==> images/final_clocks.png <==
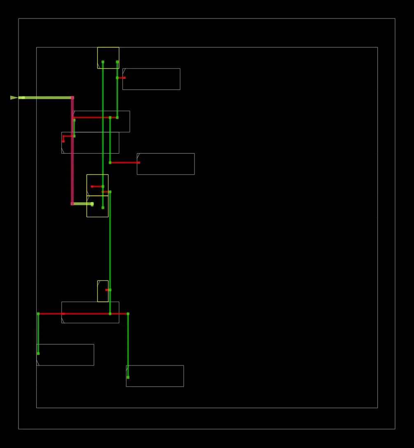
==> images/cell_classes.png <==
Drawn at 8 px/um. Fill, decap, tap and diode cells in gray.
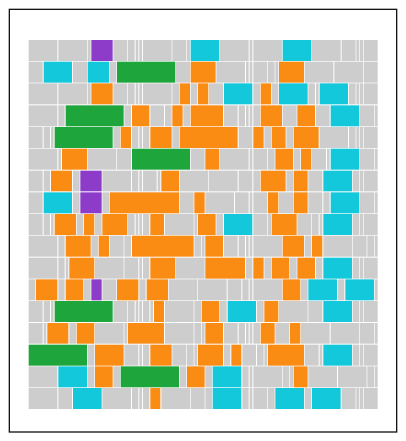
==> images/clock_map.png <==
Drawn at 12 px/um.
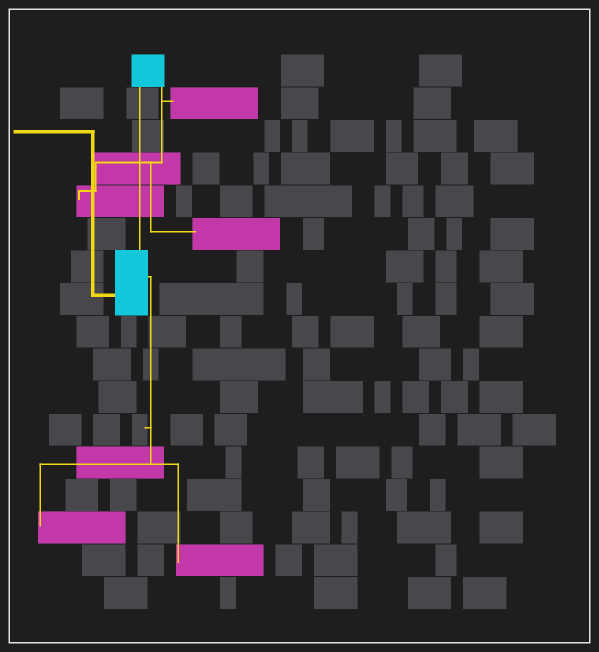
Design sap_controller_sequencer_flat, sky130hd; sources not shown.
==> results.ini <==
[floorplan]
chipArea_um2=2540

[cells_and_area]
layoutNonFillerInstCount=135
insertedDiodeCount=0
mostFrequentLayoutCell=clkdlybuf4s50_1
drive_gt1_frac=0.131

[timing]
final-setup-viol-count=0
fin_crit_ns=3.61

[cts]
cts_setup_buffers=0
ctsHoldBuffers=0
cts_buffers=3
cts_buffer_depth=2

[job]
tool_warnings=26

[worst_setup_path]
cp_slowest_cell=clkdlybuf4s50_1
r2r_slack_ns=2.35
path_delay_family=buffers and inverters
max_stage_delay_ns=0.55
critical_path_depth=5
cp_cell_sequence=clkdlybuf4s50_1 -> nand3b_4 -> or4b_4 -> nor2_2 -> clkdlybuf4s50_1
crit_type=primary input to output port
reg2reg_depth=6

[detailed_routing]
via_count=697
drc=0
drtIter0Drc=3
wl_per_cell_um=13.3

[global_routing]
grt_max_degree=15
grt_pass1_vias=669

[power]
p_total_uw=161
ir_drop_mv=0.110
power_density_nw_per_um2=168

[synth]
edf_count=0
ff_type=dfxtp_1
ys.warnings.count=6
synth_chip_area_um2=646
ys_cells=77

[run_status]
status=finished clean

## Picture notes: final_clocks.png
Clk. pwr: 57.3 uW
clock sink total: 7

## Picture notes: cell_classes.png
legend:
  green:
    class: flip-flops
    cells: 7
    share_of_their_area: 15%
  cyan:
    class: other buffers and delay cells
    cells: 26
    share_of_their_area: 28%
  purple:
    class: clock drivers and dummy loads
    cells: 4
    share_of_their_area: 2.8%
  orange:
    class: all other logic
    cells: 70
    share_of_their_area: 54%
post-route cell area: 961 um2
final core utilization: 0.476
Seq area share: 0.146
num rows: 17

## Picture notes: clock_map.png
legend:
  yellow:
    item: clock wires
    length: 112 um
  cyan:
    item: cells driving clock nets
    count: 3
  magenta:
    item: flip-flops
    count: 7
routed clock nets: 4
skew final: 0.00645 ns
Late-Pin Clk Latency: 0.25 ns
clock network power share: 0.356

-- worst reg2reg max path, delay by kind of cell, from the launching register on --
| family | cells | cell delay, ns |
|---|---|---|
| flops | 1 | 0.61 |
| simple gates | 4 | 0.93 |
| compound gates | 2 | 0.46 |
-- cell families (layout without fill, tap and decap cells) --
family | after synthesis | count (layout) | share of synthesized area
xor gates and xnor gates | 2 | 2 | 0.0271
DFF | 7 | 7 | 0.217
adders and majority gates | 1 | 1 | 0.0155
other | 1 | 2 | 0.00581
AOI/OAI and AO/OA | 14 | 14 | 0.174
and+or+nand+nor | 48 | 48 | 0.531
buffers and inverters | 4 | 33 | 0.0291
-- layer usage --
metal  GRT usage  wire (um)
met5           0          0
met4      0.0541         13
met3      0.0138         73
met2       0.270        928
met1       0.201        786
-- cells in the mapped netlist (all sizes together), types with 2 or more instances --
cell | n | share of area
nor3b | 2 | 0.023
dfxtp | 7 | 0.22
nor4 | 2 | 0.043
nand2b | 6 | 0.058
nor4b | 2 | 0.050
o21a | 2 | 0.023
nand2 | 3 | 0.017
nor3 | 5 | 0.039
nand3 | 3 | 0.023
nand3b | 2 | 0.043
a31oi | 2 | 0.019
nor2 | 10 | 0.062
nor2b | 2 | 0.019
and3 | 2 | 0.019
inv | 3 | 0.017
nand4b | 5 | 0.068
a21boi | 5 | 0.058
-- power breakdown --
part	internal, mW	total (mW)	switching, mW	leakage, nW
combinational	0.0196	0.0355	0.0159	0.248
clock	0.0344	0.0573	0.0229	0.0150
sequential	0.0643	0.0683	0.00397	0.0567
-- metrics by stage --
| step | area (um2) | hold slack [ns] |
|---|---|---|
| detailed placement | 935 | 0.506 |
| finish | 961 | 0.512 |
| global route | 961 | 0.538 |
| global placement | 935 | 0.492 |
| CTS | 961 | 0.513 |
| floorplan | 649 | 0.508 |
-- cell type report --
type	instances	area, um2
well taps	28	35.0
inverters	3	11.3
fillers	247	1060
clock buffers	4	26.3
multi-input cells	67	490
repair buffers	26	258
flip-flops and latches	7	140
Power is estimated from default activity; no workload was simulated.
